**Signal wires on met1**

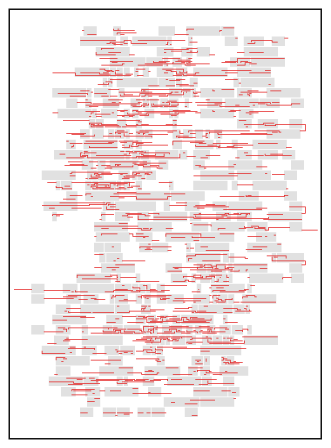
**Metal 2**

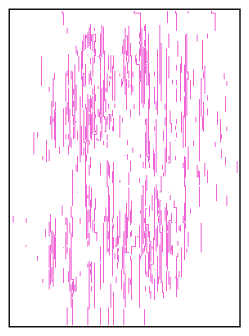
**Signal wires on met3**

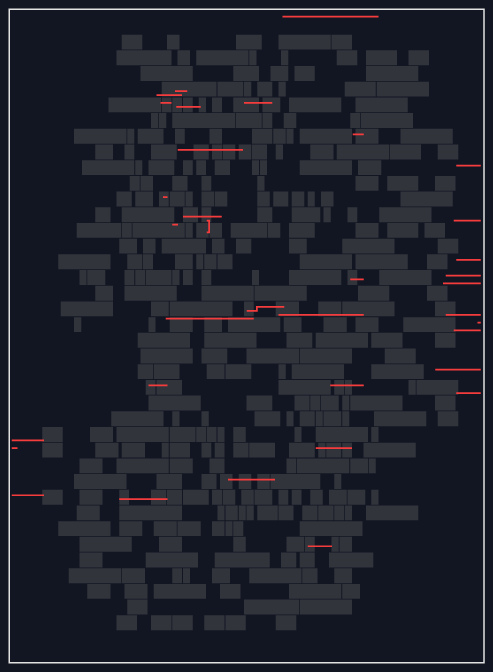
**Met4 routing**

Bar = 20 µm.
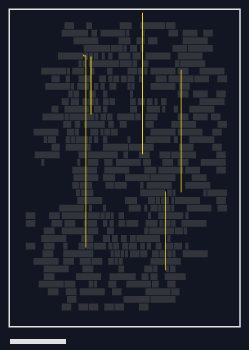
**Track usage over the die**

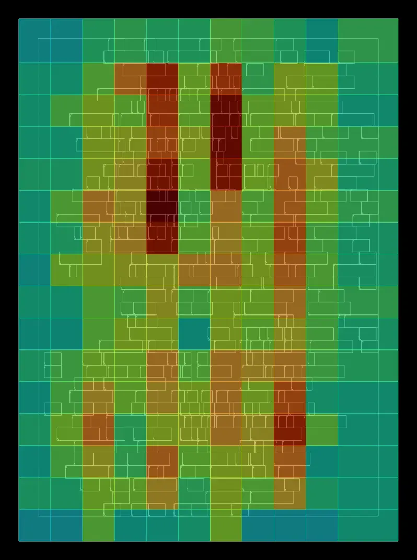
[config.mk]
export PLATFORM = sky130hd
export DESIGN_NAME = uart_core_flat
export DESIGN_NICKNAME = d
export VERILOG_FILES = /design/src/rtl/uart_core_if.sv /design/src/rtl/uart_core.sv /design/src/flat_wrapper.sv
export SDC_FILE = /design/constraint.sdc
export NUM_CORES = 1
export LEC_CHECK = 0
export ABC_CLOCK_PERIOD_IN_PS = 2300
export CORE_AREA = 4 4 78 109
export CTS_BUF_LIST = sky130_fd_sc_hd__clkbuf_2
export CTS_CLUSTER_DIAMETER = 80
export DETAILED_ROUTE_END_ITERATION = 12
export DIE_AREA = 0 0 82 113
export HOLD_SLACK_MARGIN = 0.02
export PLACE_DENSITY = 0.63
export SLEW_MARGIN = 20
export SYNTH_ARGS = -nofsm -noshare
export SYNTH_HDL_FRONTEND = slang
export SYNTH_SLANG_ARGS = --single-unit
[constraint.sdc]
create_clock -name clk -period 2.3 [get_ports clk]
set_input_delay 0.23 -clock clk [delete_from_list [all_inputs] [get_ports clk]]
set_output_delay 0.23 -clock clk [all_outputs]
set_load 0.005 [all_outputs]
[src/rtl/uart_core_if.sv]
// uart_core_if: byte-level valid/ready handshakes between the UART and on-chip logic
interface uart_core_if;
    logic [7:0] rx_data;
    logic       rx_valid;
    logic       rx_ready;
    logic       rx_frame_err;
    logic       rx_overrun;
    logic [7:0] tx_data;
    logic       tx_valid;
    logic       tx_ready;
    logic       tx_busy;
    modport master (
        input  rx_data, rx_valid, rx_frame_err, rx_overrun, tx_ready, tx_busy,
        output rx_ready, tx_data, tx_valid
    );
    modport slave (
        output rx_data, rx_valid, rx_frame_err, rx_overrun, tx_ready, tx_busy,
        input  rx_ready, tx_data, tx_valid
    );
endinterface

[src/rtl/uart_core.sv]
// uart_core: full-duplex 8N1 UART with one byte of buffering per direction
module uart_core #(
    parameter int BAUDSEL = 625
) (
    input  logic       clk,
    input  logic       rst,
    input  logic       rx,
    output logic       tx,
    uart_core_if.slave bus
);
    localparam int CW = $clog2(2 * BAUDSEL + 1);
    localparam logic [CW-1:0] HALF = CW'(BAUDSEL);
    localparam logic [CW-1:0] FULL = CW'(2 * BAUDSEL);
    typedef enum logic [1:0] {IDLE, START, DATA, STOP} state_t;
    state_t rs, rs_n, ts, ts_n;
    logic rx_m, rx_s;
    logic [CW-1:0] rc, rc_n, tc, tc_n;
    logic [2:0] rb, rb_n, tb, tb_n;
    logic [7:0] rsr, rsr_n, tsr, tsr_n, rd_n;
    logic rv_n, fe_n, ov_n, tx_n, tr_n;
    logic rtick, ttick;
    assign rtick = rc == CW'(1);
    assign ttick = tc == CW'(1);
    always_ff @(posedge clk or posedge rst) begin
        if (rst) begin
            rx_m <= 1'b1;
            rx_s <= 1'b1;
            rs <= IDLE;
            ts <= IDLE;
            rc <= '0;
            tc <= '0;
            rb <= '0;
            tb <= '0;
            rsr <= '0;
            tsr <= '0;
            bus.rx_data <= '0;
            bus.rx_valid <= 1'b0;
            bus.rx_frame_err <= 1'b0;
            bus.rx_overrun <= 1'b0;
            tx <= 1'b1;
            bus.tx_ready <= 1'b1;
            bus.tx_busy <= 1'b0;
        end else begin
            rx_m <= rx;
            rx_s <= rx_m;
            rs <= rs_n;
            ts <= ts_n;
            rc <= rc_n;
            tc <= tc_n;
            rb <= rb_n;
            tb <= tb_n;
            rsr <= rsr_n;
            tsr <= tsr_n;
            bus.rx_data <= rd_n;
            bus.rx_valid <= rv_n;
            bus.rx_frame_err <= fe_n;
            bus.rx_overrun <= ov_n;
            tx <= tx_n;
            bus.tx_ready <= tr_n;
            bus.tx_busy <= ~tr_n;
        end
    end
    always_comb begin
        rs_n = rs;
        rc_n = (rc != '0) ? rc - CW'(1) : '0;
        rb_n = rb;
        rsr_n = rsr;
        rd_n = bus.rx_data;
        rv_n = bus.rx_valid & ~bus.rx_ready;
        fe_n = 1'b0;
        ov_n = 1'b0;
        case (rs)
            IDLE: if (!rx_s) begin
                rs_n = START;
                rc_n = HALF;
            end
            START: if (rtick) begin
                rs_n = rx_s ? IDLE : DATA;
                rc_n = FULL;
                rb_n = '0;
            end
            DATA: if (rtick) begin
                rsr_n = {rx_s, rsr[7:1]};
                rb_n = rb + 3'd1;
                rc_n = FULL;
                rs_n = (rb == 3'd7) ? STOP : DATA;
            end
            STOP: if (rtick) begin
                // a good stop returns to IDLE at mid-bit so the next start edge is caught
                rs_n = rx_s ? IDLE : STOP;
                fe_n = ~rx_s;
                ov_n = rx_s & bus.rx_valid & ~bus.rx_ready;
                rd_n = (rx_s & ~ov_n) ? rsr : bus.rx_data;
                rv_n = (rx_s & ~ov_n) | rv_n;
            end else if (rc == '0 && rx_s) begin
                rs_n = IDLE;
            end
        endcase
    end
    always_comb begin
        ts_n = ts;
        tc_n = (tc != '0) ? tc - CW'(1) : '0;
        tb_n = tb;
        tsr_n = tsr;
        tx_n = tx;
        tr_n = bus.tx_ready;
        case (ts)
            IDLE: if (bus.tx_valid) begin
                ts_n = START;
                tsr_n = bus.tx_data;
                tx_n = 1'b0;
                tc_n = FULL;
                tr_n = 1'b0;
            end
            START: if (ttick) begin
                ts_n = DATA;
                tx_n = tsr[0];
                tsr_n = tsr >> 1;
                tb_n = '0;
                tc_n = FULL;
            end
            DATA: if (ttick) begin
                ts_n = (tb == 3'd7) ? STOP : DATA;
                tx_n = (tb == 3'd7) ? 1'b1 : tsr[0];
                tsr_n = tsr >> 1;
                tb_n = tb + 3'd1;
                tc_n = FULL;
            end
            STOP: if (tc == CW'(2)) begin
                // ready one clock early so a handshake now starts the next frame with no gap
                ts_n = IDLE;
                tr_n = 1'b1;
            end
        endcase
    end
endmodule

[src/flat_wrapper.sv]
// flat-port wrapper written by rule: the top's interface ports become plain ports
module uart_core_flat 
#(
    parameter int BAUDSEL = 625
)
  (clk, rst, rx, tx, bus_rx_data, bus_rx_valid, bus_rx_frame_err, bus_rx_overrun, bus_tx_ready, bus_tx_busy, bus_rx_ready, bus_tx_data, bus_tx_valid);
  uart_core_if bus_i ();
  input  logic clk;
  input  logic rst;
  input  logic rx;
  output logic tx;
  output wire logic [$bits(bus_i.rx_data)-1:0] bus_rx_data;
  output wire logic [$bits(bus_i.rx_valid)-1:0] bus_rx_valid;
  output wire logic [$bits(bus_i.rx_frame_err)-1:0] bus_rx_frame_err;
  output wire logic [$bits(bus_i.rx_overrun)-1:0] bus_rx_overrun;
  output wire logic [$bits(bus_i.tx_ready)-1:0] bus_tx_ready;
  output wire logic [$bits(bus_i.tx_busy)-1:0] bus_tx_busy;
  input wire logic [$bits(bus_i.rx_ready)-1:0] bus_rx_ready;
  input wire logic [$bits(bus_i.tx_data)-1:0] bus_tx_data;
  input wire logic [$bits(bus_i.tx_valid)-1:0] bus_tx_valid;
  assign bus_rx_data = bus_i.rx_data;
  assign bus_rx_valid = bus_i.rx_valid;
  assign bus_rx_frame_err = bus_i.rx_frame_err;
  assign bus_rx_overrun = bus_i.rx_overrun;
  assign bus_tx_ready = bus_i.tx_ready;
  assign bus_tx_busy = bus_i.tx_busy;
  assign bus_i.rx_ready = bus_rx_ready;
  assign bus_i.tx_data = bus_tx_data;
  assign bus_i.tx_valid = bus_tx_valid;
  uart_core #(.BAUDSEL(BAUDSEL)) u_core (.clk(clk), .rst(rst), .rx(rx), .tx(tx), .bus(bus_i));
endmodule
==> Slide: Implementation Results <==
Implementation Results

Critical path
  – Worst-path fanout max: 8
  – Critical path's largest stage delay: 0.64 ns
  – CP arrival: 2.50 ns
  – Crit-path slowest cell: or4b_4
  – CP Cell Sequence: nor4_4 -> nand3_4 -> or4b_4 -> mux2_4
  – Startpoint type of the worst setup path: flip-flop
  – Bufs and invs on worst path: 0
  – Worst EP required: 2.72 ns
  – CP endpoint kind: flip-flop
  – CP delay by family, top: simple AND/OR/NAND/NOR gates
  – Worst setup path class: flip-flop to flip-flop

Logic synthesis
  – Synthesized area: 3310 µm²
  – Post-synth ARST share: 1.00
  – Cell taking the most area after synthesis: dfrtp_1
  – Netlist cell types: 47
  – Synth top cells by count: dfrtp_1 (60), mux2_2 (25), nor2_1 (21)
  – Synth Warn #: 0
  – Mux area share: 0.124
  – Ys cells: 284
  – Top non-seq family: simple AND/OR/NAND/NOR gates
  – Mean Syn Cell Area: 11.7 µm²
  – Most common cell in the netlist: dfrtp_1
  – Flip-flops with a built-in enable: 0
  – Main flop type: dfrtp_1
  – FF+latch count, synth: 64
  – Adder Area Share: 0.0755
  – Top cells, area: dfrtp_1 (45%), mux2_2 (8.5%), ha_1 (7.6%), mux2_4 (3.6%), dfstp_2 (3.2%)
  – Basic Gates by Area: 0.154
  – XOR-XNOR Cells, Area Fraction: 0.0370
  – Yosys chip area: 3310 µm²
  – Top-area cell share: 0.453
  – Synth Instances: 284
  – Complex Gates by Area: 0.0978
  – Syn nets: 317
  – Synth Seq Share: 0.485

Outcome
  – Outcome: finished, final reports clean

STA
  – Final setup margin: 0.214 ns
  – Tcrit/Tclk final: 0.907
  – Final setup viols: 0
  – Clock Skew: 0.0327 ns
  – Final Hold Viols: 0
  – Hold slack final: 0.0680 ns
  – Crit path time final: 2.09 ns
  – Fmax: 479 MHz
  – Worst Tran Pin Value: 0.487 ns
  – Slew margin rel.: 0.673
  – Slew Viols, Final: 0
  – RSZ-0062 raised after global routing: no
  – Setup TNS: 0 ns

Pwr
  – Logic power comb: 0.0612 mW
  – Leak: 1.78 nW
  – Flop+latch power: 1.14 mW
  – Maximum vdd drop: 0.000337 V
  – Sequential power share: 0.520
  – Design Power: 2.20 mW
  – Net Sw Frac: 0.205
  – NetSw: 0.450 mW
  – Clock group: 0.994 mW
  – Comb power frac: 0.028
  – PwrDens: 556 nW/µm²
  – Clock network fraction of total power: 0.452
  – Internal power: 1.75 mW
  – Top Consumer: sequential cells

Detailed routing
  – Residual DRC: 0
  – Vias/cell: 5.28
  – Pre-antenna DRT Iters: 5
  – Starting DRT DRC Count: 142
  – Post-route ant nets: 0

Finish
  – Final-layout non-clock buffer area share: 0.0843
  – Fillers: 709
  – P&R area growth vs syn: 19.2%
  – Final Non-Filler Cells: 430
  – Commonest Layout Cell: dfrtp_1
  – Antenna cells: 0
  – Gate Area: 1640 µm²
  – Inverters: 17
  – Comb gates: 199
  – Seq cells: 64
  – Post-Layout Inst Area: 3950 µm²
  – Top cells excl fill/tap: dfrtp_1 (60), clkdlybuf4s50_1 (26), mux2_2 (25)
  – Leading cell kind: multi-input combinational cells
  – Nets: 358
  – Share of cells above drive strength 1: 0.218
  – Logic share of the area: 0.415
  – Seq/total area: 0.407
  – Reg area: 1610 µm²
  – Clock buffers: 10
  – Clk cell area share: 0.0459
  – Non-Clock Buffer Count: 34
  – Largest regs: u_core.rc: 11 flops, u_core.tc: 11 flops

Clock tree
  – CTS tree: done
  – H-tree Lvls: 3
  – Root Buffer: clkbuf_2
  – CTS sink cnt: 64
  – PostCTS Resize Cnt: 0
  – Latest clock arrival within the worst-skew pair: 0.53 ns
  – Post-cts hold buffer count: 0
  – CTS clk-pin slew, worst paths: 0.19 ns
  – Post CTS Setup Buffer Count: 0
  – Max Root-Sink Buffers: 2
  – CTS Buf Count: 9

Global route
  – Initial antenna violation count: 0
  – Total grt overflow: 0
  – Number of global-route vias before repair: 2244
  – Largest net degree at the start of global routing: 65
  – First-pass GRT wire length: 10.6 mm

Floorplan
  – Core area: 7610 µm²
  – Pre-Place Util: 0.436
  – Tap cells: 100
  – FP Rows: 38
  – Chip Area: 9270 µm²
  – Die Height: 113 µm
  – Die Wd: 82 µm
  – Boundary Pins: 27

Placed design
  – Gpl congestion: 0.892
  – Post-DP Area: 3750 µm²
  – DP HPWL: 4.46 mm
  – Place WS: 0.0786 ns
  – IO buf count: 26
  – Placed Instances: 414

Job
  – Log Warnings: 38
  – Max-Cap Viols: 0

Min path
  – Min-Delay Path Class: input port to async pin
## Picture notes: 'signal wires on met1'
nets with wire on the layer	324
wire length on this layer	2780 µm
longest straight run	19.8 µm
share of all routed wire	44%
main direction	horizontal
GR Layer Usage met1: 0.185
final WL: 6.28 mm
via count: 2271

## Picture notes: 'metal 2'
nets with wire on the layer	297
wire length on this layer	3100 µm
longest straight run	40.5 µm

## Picture notes: 'signal wires on met3'
main direction	horizontal
wire length on this layer	185 µm
nets with wire on the layer	23
longest straight run	16.3 µm

## Picture notes: 'met4 routing'
share of all routed wire	3.4%
main direction	vertical
longest straight run	68.4 µm

## Picture notes: 'track usage over the die'
final core utilization: 0.519
met2 Usage GRT: 0.233
drt wl/cell: 14.6 µm
Total GRT Usage: 0.150
grt peak-use layer: met2

==> layer usage <==
metal | global-route usage | vias to the layer above | part of all wire
met4 | 0.103 | 0 | 0.034
met1 | 0.185 | 1098 | 0.44
met3 | 0.0295 | 15 | 0.029
met2 | 0.233 | 45 | 0.49
met5 | 0 | - | 0
li1 | - | 1113 | -
==> final timing paths <==
kind                                         end    startpoint  slack, ns  cells after the start
min in group clk                     u_core.rx_m            rx       0.10                      1
max in group asynchronous            u_core.rx_m           rst       1.90                      3
setup reg to reg           u_core.bus.rx_data[6]  u_core.rc[6]       0.21                      4
hold / removal                     u_core.rsr[6]           rst       0.07                      3
hold reg to reg                      u_core.rx_s   u_core.rx_m       0.37                      0
setup / recovery           u_core.bus.rx_data[6]  u_core.rc[6]       0.21                      4
Power is estimated from default activity; no workload was simulated.
